===== config.mk =====
export PLATFORM = sky130hd
export DESIGN_NAME = rf_wr_arbiter
export DESIGN_NICKNAME = d
export VERILOG_FILES = /design/src/rtl/rf_wr_arbiter.sv
export SDC_FILE = /design/constraint.sdc
export NUM_CORES = 1
export LEC_CHECK = 0
export CORE_MARGIN = 1.5
export CORE_UTILIZATION = 37
export CTS_CLUSTER_DIAMETER = 150
export CTS_CLUSTER_SIZE = 10
export DETAILED_ROUTE_END_ITERATION = 7
export GPL_ROUTABILITY_DRIVEN = 0
export PLACE_DENSITY = 0.89
export SKIP_LAST_GASP = 1
export SLEW_MARGIN = 15
export SYNTH_ARGS = -nofsm -noshare
export SYNTH_HDL_FRONTEND = slang
export SYNTH_SLANG_ARGS = --single-unit

===== constraint.sdc =====
create_clock -name clk -period 1.93 [get_ports clk]
set_clock_uncertainty 0.2 [all_clocks]
set_input_delay 0.579 -clock clk [delete_from_list [all_inputs] [get_ports clk]]
set_output_delay 0.579 -clock clk [all_outputs]
set_load 0.01 [all_outputs]

===== src/rtl/rf_wr_arbiter.sv =====
// Register-file write arbiter: four requesters share one write port, one write per two cycles.
// Define ARB_ROUND_ROBIN_EN for rotating priority; the default build uses fixed priority (req[0] highest).
module rf_wr_arbiter (
  input  logic         clk,
  input  logic         reset,
  input  logic [3:0]   req,
  input  logic [11:0]  wr_addr,
  input  logic [127:0] wr_data,
  output logic [3:0]   ack,
  output logic [7:0]   rf_en,
  output logic [31:0]  rf_d_in,
  output logic         busy,
  output logic [7:0]   wr_count
);

  typedef enum logic {IDLE, WRITE} state_t;

  state_t      state;
  logic [3:0]  ack_p1;
  logic [7:0]  en_p1;
  logic [31:0] data_p1;
  logic [1:0]  winner;
  logic [2:0]  win_addr;
  logic [31:0] win_data;

  function automatic logic [7:0] sat_inc(input logic [7:0] v);
    return (v == 8'hFF) ? v : v + 8'd1;
  endfunction

  function automatic logic [7:0] decode(input logic [2:0] idx);
    return 8'b0000_0001 << idx;
  endfunction

`ifdef ARB_ROUND_ROBIN_EN
  logic [1:0] ptr;

  function automatic logic [1:0] pick_rr(input logic [3:0] r, input logic [1:0] p);
    logic [1:0] idx;
    logic [1:0] sel;
    logic       found;
    sel   = p;
    found = 1'b0;
    for (int k = 0; k < 4; k++) begin
      idx = p + 2'(k);
      if (!found && r[idx]) begin
        sel   = idx;
        found = 1'b1;
      end
    end
    return sel;
  endfunction

  assign winner = pick_rr(req, ptr);
`else
  function automatic logic [1:0] pick_fixed(input logic [3:0] r);
    if (r[0])      return 2'd0;
    else if (r[1]) return 2'd1;
    else if (r[2]) return 2'd2;
    else           return 2'd3;
  endfunction

  assign winner = pick_fixed(req);
`endif

  always_comb begin
    win_addr = wr_addr[2:0];
    win_data = wr_data[31:0];
    case (winner)
      2'd1: begin win_addr = wr_addr[5:3];  win_data = wr_data[63:32];  end
      2'd2: begin win_addr = wr_addr[8:6];  win_data = wr_data[95:64];  end
      2'd3: begin win_addr = wr_addr[11:9]; win_data = wr_data[127:96]; end
      default: ;
    endcase
  end

  // p0 -> p1: arbitrate in IDLE, present the registered write for one WRITE cycle
  always_ff @(posedge clk) begin
    if (reset) begin
      state    <= IDLE;
      ack_p1   <= '0;
      en_p1    <= '0;
      data_p1  <= '0;
      busy     <= 1'b0;
      wr_count <= '0;
`ifdef ARB_ROUND_ROBIN_EN
      ptr      <= '0;
`endif
    end else begin
      case (state)
        IDLE: begin
          if (|req) begin
            state   <= WRITE;
            busy    <= 1'b1;
            ack_p1  <= 4'b0001 << winner;
            en_p1   <= decode(win_addr);
            data_p1 <= win_data;
`ifdef ARB_ROUND_ROBIN_EN
            ptr     <= winner + 2'd1;
`endif
          end
        end
        WRITE: begin
          state    <= IDLE;
          busy     <= 1'b0;
          ack_p1   <= '0;
          en_p1    <= '0;
          data_p1  <= '0;
          wr_count <= sat_inc(wr_count);
        end
        default: state <= IDLE;
      endcase
    end
  end

  // Reset in the WRITE cycle kills the write before the register file can capture it
  assign ack     = ack_p1 & {4{~reset}};
  assign rf_en   = en_p1 & {8{~reset}};
  assign rf_d_in = data_p1;

endmodule


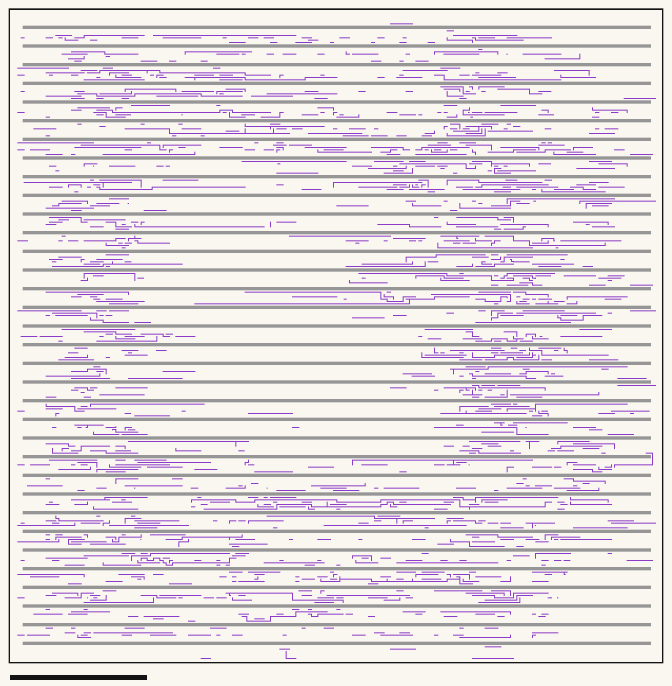
Figure 1: run 1, signal wires on met1.
Scale bar: 20 µm. Supply wires on this layer in gray.
wire length on this layer = 3760 µm
main direction = horizontal
longest straight run = 31.3 µm
share of all routed wire = 37%
DR vias: 3518
GR met1 Demand/Resource: 0.2166
Routed Wire Length: 10.13 mm

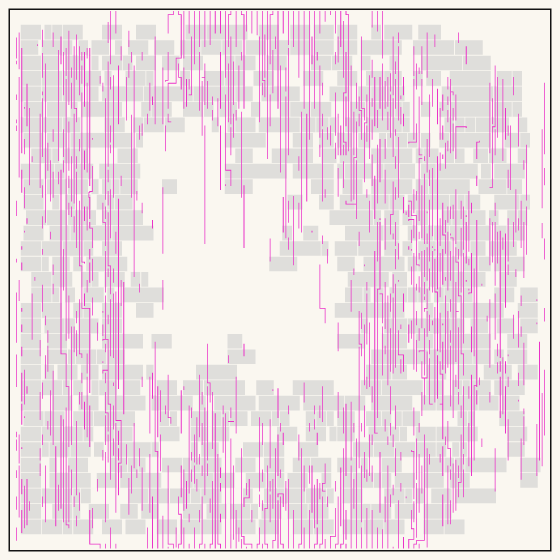
Figure 2: run 1, the metal 2 layer.
Cells faint in the background.
longest straight run = 45.9 µm
nets with wire on the layer = 626
wire length on this layer = 5330 µm
met2 Usage GRT: 0.4333

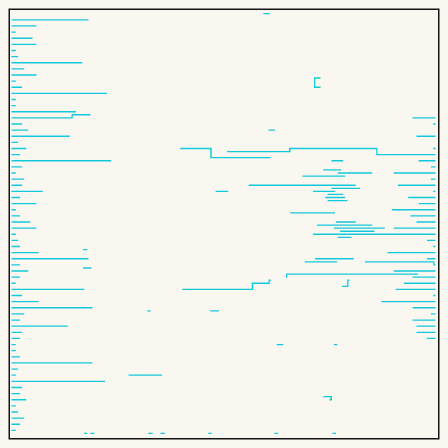
Figure 3: run 1, met3 routing.
wire length on this layer = 811 µm
share of all routed wire = 8.0%
main direction = horizontal
longest straight run = 29.0 µm
M3 GR Usage: 0.05878

==> results_slide.txt, run 1 <==
Run Summary

Worst setup path
  • Worst flop-to-flop path endpoint: wr_count[1]
  • Arrival time worst endpoint: 1120 ps
  • Setup CP Type: primary input to primary output
  • R2R Setup Slk: approximately 200 ps
  • Crit-path max FO: 8
  • CP max stage delay: around 150 ps
  • CP endpoint kind: primary output
  • Reg2Reg Depth: 5
  • Worst Setup SP: reset
  • CP Data Required Time: approximately 1200 ps
  • Crit start category: primary input
  • Worst r2r src: wr_count[0]
  • Worst path cell trace: buf_2 > buf_8 > nor2b_2 > buf_2
  • Worst path most repeated cell: buf_2
  • Slowest-stage cell, CP: buf_8
  • Setup crit end: rf_en[5]

Logic synthesis
  • Post-synth ARST share: 0
  • Yosys Warn Count: 0
  • Main flop type: dfxtp_1
  • Post-synth mux share: 0.2173
  • Top comb family, area: multiplexers
  • Synth Cell Area: ~0.0031 mm²
  • Floorplan net count: approximately 520
  • Synth Area in Adders: 0.003995
  • Simple-Gate Area Share: 0.1902
  • Post-synth regs: 54
  • Cell Type Count: 35
  • Post-synth EDFFs: 0
  • Compound Share, Synth: 0.1666
  • Synth Seq Share: 0.3452
  • Mapped Cells: roughly 380
  • Yosys xor share: 0.01119
  • Avg Inst Size Synth: ~8.3 µm²
  • Number of cells in Yosys stat: ~380
  • YS chip area: 0.003132 mm²

Place
  • Place WS: -773.5 ps
  • DP Wirelength: ~8 mm
  • Post-Place Cells: slightly below 700
  • # port buffers: a little under 200

Clock network
  • Root Buffer: clkbuf_8
  • Clock buffer depth: 2
  • Resized Gates After CTS: around 120
  • Total CTS buffers: 5
  • Post-CTS setup buffer count: 1
  • Hold buffers post-CTS: 0
  • Latency at later pin: about 300 ps
  • CTS tree: yes
  • Clock sinks: between 50 and 60
  • # H-tree levels: 2
  • Clock transition at path regs: ~90 ps

Final layout
  • Net count reported at finish: approximately 740
  • Fin cells: about 700
  • Finished Core Util: 0.6613
  • Commonest Layout Cell: clkdlybuf4s50_1
  • Logic area: about 0.0019 mm²
  • Inserted Diodes: 0
  • # fillers: 693
  • Top cells excl fill/tap: clkdlybuf4s50_1, nand2_1, mux2i_1
  • Fraction of layout instances using a drive strength above 1: 0.1373
  • Register area: 0.001087 mm²
  • Area Growth Syn to Fin: 73.51%

STA
  • Max Fclk: approximately 0.53 GHz
  • Rel. slew slack: 0.7292
  • Max Slew Vio Count: 0
  • Cycle use final: 0.9816
  • Setup WS post-layout: 35.59 ps
  • Crit path time final: around 1900 ps
  • RSZ-0062 raised after global routing: no
  • Slew @ Worst Pin: between 400 and 500 ps
  • Final Hold Viols: 0
  • # setup viols final: 0
  • Hold slack: 246.8 ps

Job
  • Stage-log warning count: 26
  • Max cap viols: 0

Global routing
  • Vias in the first global route: approximately 3400
  • Initial antenna violation count: 0
  • Busiest grt layer: met2
  • First-pass GRT wire length: 15.50 mm
  • Largest net degree at the start of global routing: 41
  • GRT overflow: 0
  • Total track usage: 0.2189

Power
  • Peak supply drop: about 0.48 mV
  • Leakage: 2.418 nW
  • PwrDens: ~510 mW/mm²
  • Design Power: 0.002770 W

Route
  • Wire per inst: ~15 µm
  • # DRC: 0
  • Drt via density: around 5.1
  • Max layer used: met4
  • Initial DRT Pass Iterations: 4
  • Detail Route met3 WL: ~800 µm
  • Initial drt markers: 74
  • DRT met1 WL: ~3.8 mm
  • Post-route ant nets: 0
  • Met2 routed WL: around 5.3 mm

Hold path
  • Worst Hold End: rf_d_in[5]
  • Min-delay src: rf_d_in[5]
  • Hold crit path type: flip-flop to flip-flop
  • Worst hold path depth: 2

Die
  • Core footprint: 0.008217 mm²
  • I/O pins: 199
  • Row count: 33
  • Die X: about 95 µm
  • Die height: 95 µm
  • Die area: roughly 0.009 mm²
  • Core Density at Floorplan: 0.3811

Status
  • Status: completed
run 1: critical path, delay by kind of cell:
family	cells	cell delay (ps)
buf+inv	3	410
simple gates	1	130
run 1: state kept, by name (all words and copies together), names as in the netlist:
register  count
state         1
wr_count      8
rf_d_in      32
busy          1
en_p1         8
ack_p1        4
run 1: stage by stage:
stage	TNS, ps	area [µm²]
4_1_cts	0	5380
3_5_place_dp	-21720	5306
6_report	0	5434
2_1_floorplan	0	3132
3_3_place_gp	-19170	5306
5_1_grt	0	5434
run 1: synth_stat cells (all sizes together) (6+ instances only):
library cell | instances | area (µm²)
a211oi | 6 | 55.05
a21oi | 6 | 30.03
buf | 24 | 171.4
clkbuf | 6 | 22.52
dfxtp | 54 | 1081
mux2i | 68 | 680.7
nand2 | 73 | 274.0
nand3 | 12 | 60.06
nor2 | 9 | 33.78
nor2b | 15 | 93.84
o21ai | 72 | 360.4
run 1: layout make-up:
| class | count | share of cell area |
|---|---|---|
| clock buffer | 6 | 0.01335 |
| timing repair buffer | 235 | 0.4036 |
| clock inverter | 2 | 0.006908 |
| tap | 105 | 0.02418 |
| sequential | 54 | 0.2001 |
| inverter | 3 | 0.002072 |
| multi-input combinational | 290 | 0.3498 |
run 1: power breakdown:
part | leakage, nW | switching, W | internal, W | total, W
sequential | 0.445 | 0.0000320 | 0.00118 | 0.00121
combinational | 1.92 | 0.000323 | 0.000488 | 0.000811
clock | 0.0514 | 0.000361 | 0.000387 | 0.000748
total | 2.42 | 0.000716 | 0.00205 | 0.00277
run 1: cells by family after synthesis:
logic type      count (synthesis)
simple gates                  126
flops                          54
compound gates                 91
buf+inv                        33
fa+ha+maj                       1
xor+xnor                        4
mux                            68
--- run 2 (diff from run 1) ---
--- a/config.mk
+++ b/config.mk
@@ -13,7 +13,6 @@
 export GPL_ROUTABILITY_DRIVEN = 0
 export PLACE_DENSITY = 0.89
 export SKIP_LAST_GASP = 1
-export SLEW_MARGIN = 15
 export SYNTH_ARGS = -nofsm -noshare
 export SYNTH_HDL_FRONTEND = slang
 export SYNTH_SLANG_ARGS = --single-unit
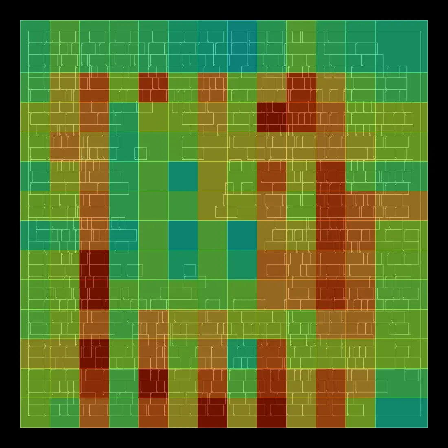
Figure 4: run 2, track usage over the die.
wire per inst: 14.57 µm
busiest grt layer: met2
Finished Core Util: 0.6613
total track usage: 0.2189

==> results_slide.txt, run 2 <==
Run Summary

Clock network
  • CTS tree: yes
  • Latency at later pin: approximately 300 ps
  • Total CTS buffers: 5
  • Clock sinks: 54
  • Hold buffers post-CTS: 0
  • Clock buffer depth: 2
  • # H-tree levels: 2
  • Clock transition at path regs: 90 ps
  • Root Buffer: clkbuf_8

Route
  • Initial DRT Pass Iterations: 4
  • Routed Wire Length: slightly above 10 mm
  • # DRC: 0
  • Post-route ant nets: 0
  • Initial drt markers: between 70 and 80
  • DR vias: 3518
  • Drt via density: 5.062

STA
  • Slew @ Worst Pin: between 400 and 500 ps
  • Final Hold Viols: 0
  • Max Slew Vio Count: 0
  • RSZ-0062 raised after global routing: no
  • # setup viols final: 0
  • Cycle use final: 0.9816
  • Setup WS post-layout: 35.59 ps
  • Crit path time final: 1894 ps
  • Max Fclk: 0.5279 GHz
  • Rel. slew slack: 0.7292

Power
  • Peak supply drop: approximately 0.48 mV
  • Design Power: around 0.0028 W
  • Leakage: between 2 and 2.5 nW
  • PwrDens: approximately 510 mW/mm²

Die
  • Die height: between 90 and 100 µm
  • Row count: 33
  • Die X: ~95 µm
  • Core footprint: just over 0.008 mm²
  • Core Density at Floorplan: 0.3811
  • Die area: approximately 0.009 mm²
  • I/O pins: 199

Final layout
  • Area Growth Syn to Fin: 73.51%
  • Net count reported at finish: 736
  • Inserted Diodes: 0
  • Fin area: 0.005434 mm²
  • # fillers: about 690
  • Fraction of layout instances using a drive strength above 1: 0.1373
  • Max reg flops: 32
  • Commonest Layout Cell: clkdlybuf4s50_1
  • Top cells excl fill/tap: clkdlybuf4s50_1, nand2_1, mux2i_1

Place
  • # port buffers: approximately 200
  • DP Wirelength: 8.109 mm
  • Place WS: -773.5 ps
  • DP Area: roughly 0.0053 mm²

Global routing
  • Initial antenna violation count: 0
  • Met2 Usage GRT: 0.4333
  • GR met1 Demand/Resource: 0.2166
  • First-pass GRT wire length: between 15 and 20 mm
  • Vias in the first global route: ~3400
  • GRT overflow: 0
  • M3 GR Usage: 0.05878
  • Largest net degree at the start of global routing: slightly above 40

Logic synthesis
  • Cell Type Count: 35
  • Top-count cell post-synth: nand2_1
  • Commonest cells post-synth: nand2_1, mux2i_1, dfxtp_1
  • Area leader, netlist: dfxtp_1
  • Yosys Warn Count: 0
  • YS chip area: approximately 0.0031 mm²
  • Post-synth EDFFs: 0
  • Synth Seq Share: 0.3452
  • Dominant cells by area after synthesis: dfxtp_1, mux2i_1, nand2_1
  • Synth Cell Area: ~0.0031 mm²
  • Post-synth ARST share: 0
  • Floorplan net count: 524
  • Main flop type: dfxtp_1
  • Mapped Cells: between 300 and 400
  • Avg Inst Size Synth: 8.307 µm²
  • Post-synth regs: approximately 54
  • Largest type area fraction: 0.3452
  • Number of cells in Yosys stat: about 380

Worst setup path
  • Buffers & Inverters on Critical Path: 3
  • Worst path most repeated cell: buf_2
  • Reg2Reg Depth: 5
  • CP endpoint kind: primary output
  • Worst path cell trace: buf_2 > buf_8 > nor2b_2 > buf_2
  • Worst Setup SP: reset
  • CP Data Required Time: about 1200 ps
  • CP Depth: 4
  • Worst flop-to-flop path endpoint: wr_count[1]
  • Crit start category: primary input
  • Slowest-stage cell, CP: buf_8
  • R2R Setup Slk: around 200 ps
  • Crit-path max FO: 8
  • Top delay family on crit path: buffers and inverters
  • Arrival time worst endpoint: 1120 ps
  • Worst r2r src: wr_count[0]
  • Setup CP Type: primary input to primary output
  • Setup crit end: rf_en[5]
  • CP max stage delay: around 150 ps

Status
  • Status: completed

Job
  • Max cap viols: 0
  • Stage-log warning count: 26

Hold path
  • Hold crit path type: flip-flop to flip-flop
  • Min-delay src: rf_d_in[5]
  • Worst Hold End: rf_d_in[5]
  • Worst hold path depth: 2
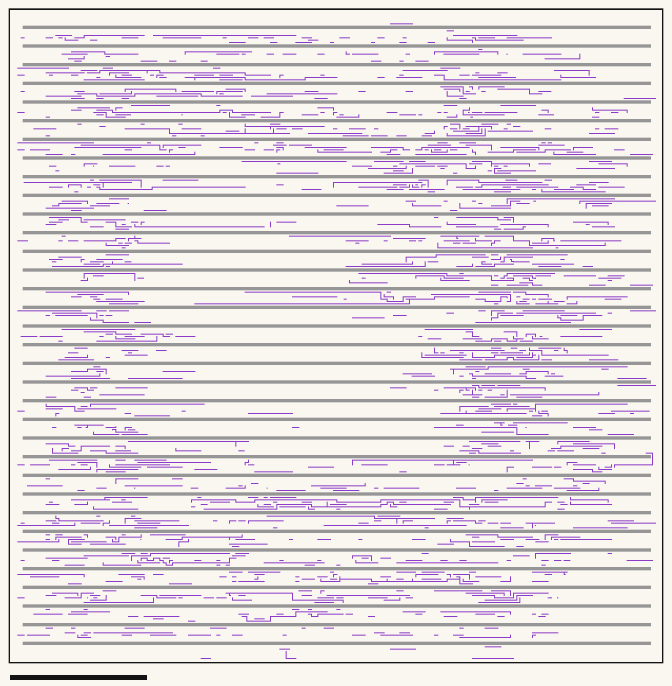
Figure 5: run 2, signal wires on met1.
Scale bar: 20 µm. Supply wires on this layer in gray.
longest straight run = 31.3 µm
wire length on this layer = 3760 µm
main direction = horizontal
share of all routed wire = 37%
nets with wire on the layer = 633

run 2: cell counts in the layout (fill, tap and decap cells not counted):
No cell type changed its count.
run 2: worst min-delay path, stage by stage, from the launching register on:
cell and delay [ps]:
dfxtp_1 320, nand2_1 50, o21ai_1 50
run 2: logic make-up after synthesis:
family | count (synthesis) | synth area share
multiplexers | 68 | 0.2173
AND-OR/OR-AND | 91 | 0.1666
AND/OR/NAND/NOR | 126 | 0.1902
buffers and inverters | 33 | 0.06552
adder cells (fa/ha/maj) | 1 | 0.003995
XOR/XNOR | 4 | 0.01119
flip-flops | 54 | 0.3452
run 2: metal layers:
layer,up-vias,part of all wire
met5,-,0
met4,0,0.022
met3,18,0.080
met2,171,0.53
met1,1591,0.37
li1,1738,-
run 2: final cells by class:
cell class / instances / area [µm²] / area share
clock inverters: 2 / 37.54 / 0.006908
inverters: 3 / 11.26 / 0.002072
multi-input cells: 290 / 1901 / 0.3498
repair buffers: 235 / 2193 / 0.4036
well taps: 105 / 131.4 / 0.02418
flip-flops and latches: 54 / 1087 / 0.2001
clock buffers: 6 / 72.57 / 0.01335
run 2: what timing repair did:
action                                  in CTS  in global routing
endpoints found under the setup margin      65                 24
pin swaps                                    0                  1
buffers inserted                             1                  3
gates resized                              116                  8
cloned                                       0                  2
run 2: metrics by stage:
step           TNS (ps)  hold slack (ps)  std cells    util
6_report              0            246.8        695  0.6613
5_1_grt               0            269.9        695  0.6613
4_1_cts               0            249.7        690  0.6548
3_5_place_dp     -21720            239.9        681  0.6458
3_3_place_gp     -19170            235.1        681  0.6458
2_1_floorplan         0            266.6        377       -
run 2: power by group:
group | switching [W] | internal, W
clock network | 0.000361 | 0.000387
logic | 0.000323 | 0.000488
registers | 0.0000320 | 0.00118
Figure 6. Met3 routing (run 2).
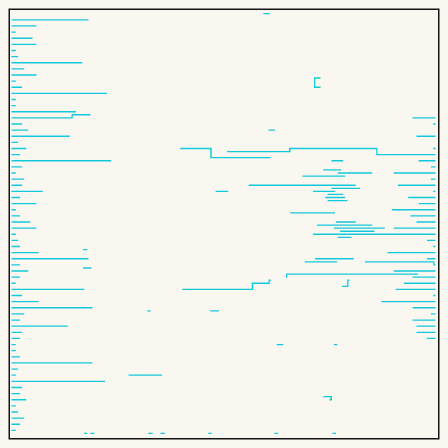

--- run 3 (diff from run 2) ---
--- a/config.mk
+++ b/config.mk
@@ -5,7 +5,6 @@
 export SDC_FILE = /design/constraint.sdc
 export NUM_CORES = 1
 export LEC_CHECK = 0
-export CORE_MARGIN = 1.5
 export CORE_UTILIZATION = 37
 export CTS_CLUSTER_DIAMETER = 150
 export CTS_CLUSTER_SIZE = 10
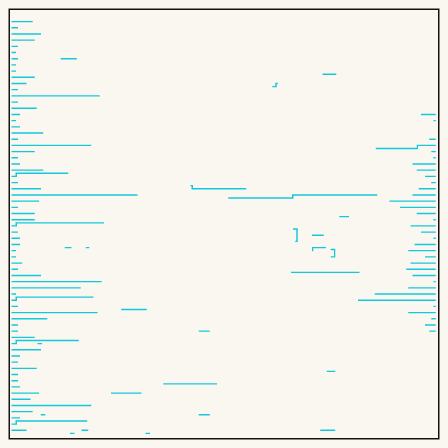
Figure 7: run 3, met3 routing.
share of all routed wire = 6.1%
longest straight run = 27.4 µm
wire length on this layer = 636 µm
main direction = horizontal
DR vias: 3526
Routed Wire Length: 10.47 mm
M3 GR Usage: 0.05097

==> results_slide.txt, run 3 <==
Run Summary

Status
  • Status: completed

STA
  • Rel. slew slack: 0.6542
  • Hold slack: 249.4 ps
  • Max Slew Vio Count: 0
  • Cycle use final: 0.9903
  • Slew @ Worst Pin: a little over 500 ps
  • Max Fclk: 0.5232 GHz
  • # setup viols final: 0
  • Crit path time final: roughly 1900 ps
  • TNS Setup: 0 ps
  • Setup WS post-layout: approximately 19 ps
  • Final Hold Viols: 0
  • RSZ-0062 raised after global routing: yes

Power
  • Gate power share: 0.303
  • PwrDens: just under 500 mW/mm²
  • Switching power total: 0.0007325 W
  • Internal power: 0.001961 W
  • Leakage: 2.409 nW
  • Sequential Power Share: 0.451
  • Switching share of power: 0.2719
  • Peak supply drop: between 0.2 and 0.3 mV
  • Clk network pwr share: 0.246
  • Design Power: ~0.0027 W

Clock network
  • Latency at later pin: 300 ps
  • Clock sinks: ~54
  • Total CTS buffers: 5
  • # H-tree levels: 2
  • Clock transition at path regs: 100 ps
  • Clock buffer depth: 2
  • Hold buffers post-CTS: 0
  • CTS tree: yes
  • Root Buffer: clkbuf_8

Final layout
  • Inserted Diodes: 0
  • Registers: between 50 and 60
  • Max reg flops: 32
  • Clock Buffer Count: 6
  • Logic area: ~0.0019 mm²
  • Non-clk buf share: 0.4078
  • Area Growth Syn to Fin: 73.99%
  • Signal inverters: 3
  • Commonest Layout Cell: clkdlybuf4s50_1
  • Flop share of the area: 0.1998
  • Fin area: approximately 0.0054 mm²
  • Register area: between 0.001 and 0.0015 mm²
  • Comb area share: 0.3488
  • Multi-input logic cell count: 290
  • Net count reported at finish: between 700 and 800
  • Top cells excl fill/tap: clkdlybuf4s50_1, nand2_1, mux2i_1
  • ClkCell Share: 0.01745
  • Non-clk bufs: 231
  • # fillers: just under 700
  • Fraction of layout instances using a drive strength above 1: 0.1348
  • Dominant class by area: buffers

Global routing
  • Vias in the first global route: 3472
  • First-pass GRT wire length: between 15 and 20 mm
  • Initial antenna violation count: 0
  • Total track usage: 0.2288
  • GRT overflow: 0
  • Largest net degree at the start of global routing: 61

Logic synthesis
  • Yosys Warn Count: 0
  • Largest type area fraction: 0.3452
  • Post-synth regs: roughly 54
  • Top-count cell post-synth: nand2_1
  • Mapped Cells: ~380
  • Dominant cells by area after synthesis: dfxtp_1, mux2i_1, nand2_1
  • Area leader, netlist: dfxtp_1
  • Synth Seq Share: 0.3452
  • Avg Inst Size Synth: between 8 and 9 µm²
  • Post-synth EDFFs: 0
  • Main flop type: dfxtp_1
  • Number of cells in Yosys stat: about 380
  • Commonest cells post-synth: nand2_1, mux2i_1, dfxtp_1
  • Synth Cell Area: roughly 0.0031 mm²
  • Post-synth ARST share: 0
  • Floorplan net count: 524
  • YS chip area: approximately 0.0031 mm²
  • Cell Type Count: 35

Worst setup path
  • Crit-path max FO: 7
  • Worst flop-to-flop path endpoint: wr_count[1]
  • Reg2Reg Depth: 5
  • R2R Setup Slk: between 200 and 300 ps
  • Crit start category: primary input
  • Setup CP Type: primary input to primary output
  • Arrival time worst endpoint: 1130 ps
  • Worst r2r src: wr_count[0]
  • CP Data Required Time: 1150 ps
  • CP endpoint kind: primary output

Route
  • Initial DRT Pass Iterations: 6
  • Wire per inst: about 15 µm
  • # DRC: 0
  • Post-route ant nets: 0
  • Initial drt markers: roughly 54
  • Drt via density: ~5.1

Job
  • Max cap viols: 0
  • Stage-log warning count: 27

Place
  • DP Wirelength: 7.945 mm
  • Place WS: -803.9 ps
  • DP Area: about 0.0053 mm²
  • # port buffers: between 150 and 200

Die
  • Die X: between 90 and 100 µm
  • I/O pins: 199
  • Total number of tap cells: roughly 110
  • Core footprint: about 0.008 mm²
  • Row count: 33
  • Core Density at Floorplan: 0.3811
  • Die area: 0.008836 mm²
  • Die height: 94 µm

Hold path
  • Worst Hold End: rf_d_in[8]
  • Min-delay src: rf_d_in[8]
  • Hold crit path type: flip-flop to flip-flop
  • Worst hold path depth: 2
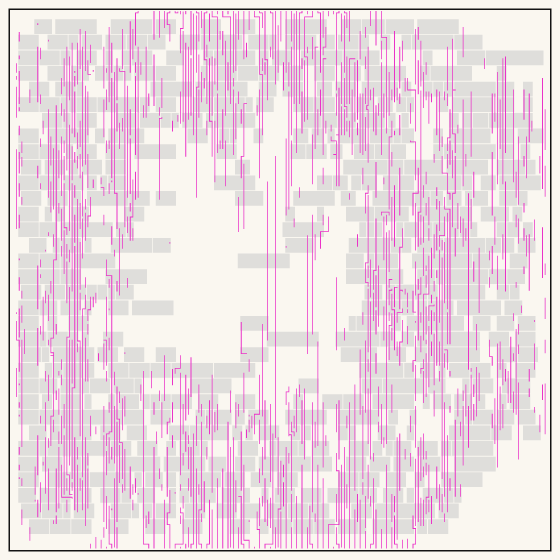
Figure 8: run 3, the metal 2 layer.
Cells faint in the background.
nets with wire on the layer = 624
share of all routed wire = 52%
longest straight run = 49.0 µm
main direction = vertical
wire length on this layer = 5430 µm
met2 Usage GRT: 0.4355

[run 3: worst max-delay path by stage]
stage / start / endpoint / slack [ps]
final: reset / rf_en[7] / 20
after global routing: reset / rf_en[0] / -2
after CTS: req[3] / rf_d_in[2] / 6
after detailed placement: reset / rf_en[6] / -800
after global placement: reset / rf_en[2] / -750
after floorplan: req[1] / rf_d_in[20] / 120
[run 3: cell families (layout without fill, tap and decap cells)]
| logic type | count (synthesis) | after routing | share of synthesized area |
|---|---|---|---|
| fa+ha+maj | 1 | 1 | 0.003995 |
| compound gates | 91 | 91 | 0.1666 |
| buf+inv | 33 | 242 | 0.06552 |
| xor+xnor | 4 | 4 | 0.01119 |
| flops | 54 | 54 | 0.3452 |
| simple gates | 126 | 126 | 0.1902 |
| mux | 68 | 68 | 0.2173 |
[run 3: worst max-delay path: stages]
cell and delay (ps):
buf_2 150, buf_12 140, nor2b_2 120, buf_2 140
[run 3: metal layers]
layer	global-route usage	routed length (µm)
met4	0.07051	165
met1	0.2480	4237
met5	0	0
met3	0.05097	635
met2	0.4355	5431
[run 3: power by group through the flow]
stage | combinational (W) | sequential [W] | clock [W]
after floorplan | 0.000304 | 0.00126 | 0
after global placement | 0.000812 | 0.00124 | 0
after detailed placement | 0.000838 | 0.00124 | 0
after CTS | 0.000813 | 0.00122 | 0.000679
after global routing | 0.000881 | 0.00122 | 0.000728
final | 0.000816 | 0.00122 | 0.000662
[run 3: what timing repair did]
item / 4_1_cts / 5_1_grt
buffers inserted: 1 / 1
resized: 115 / 5
endpoints found under the setup margin: 95 / 22
pin swaps: 0 / 1
cloned: 1 / 2
[run 3: per-stage QoR]
stage	util	cells
final	0.6632	691
after global routing	0.6632	691
after CTS	0.6536	688
after detailed placement	0.6446	678
after global placement	0.6446	678
after floorplan	-	377
Power and IR drop assume default switching activity.
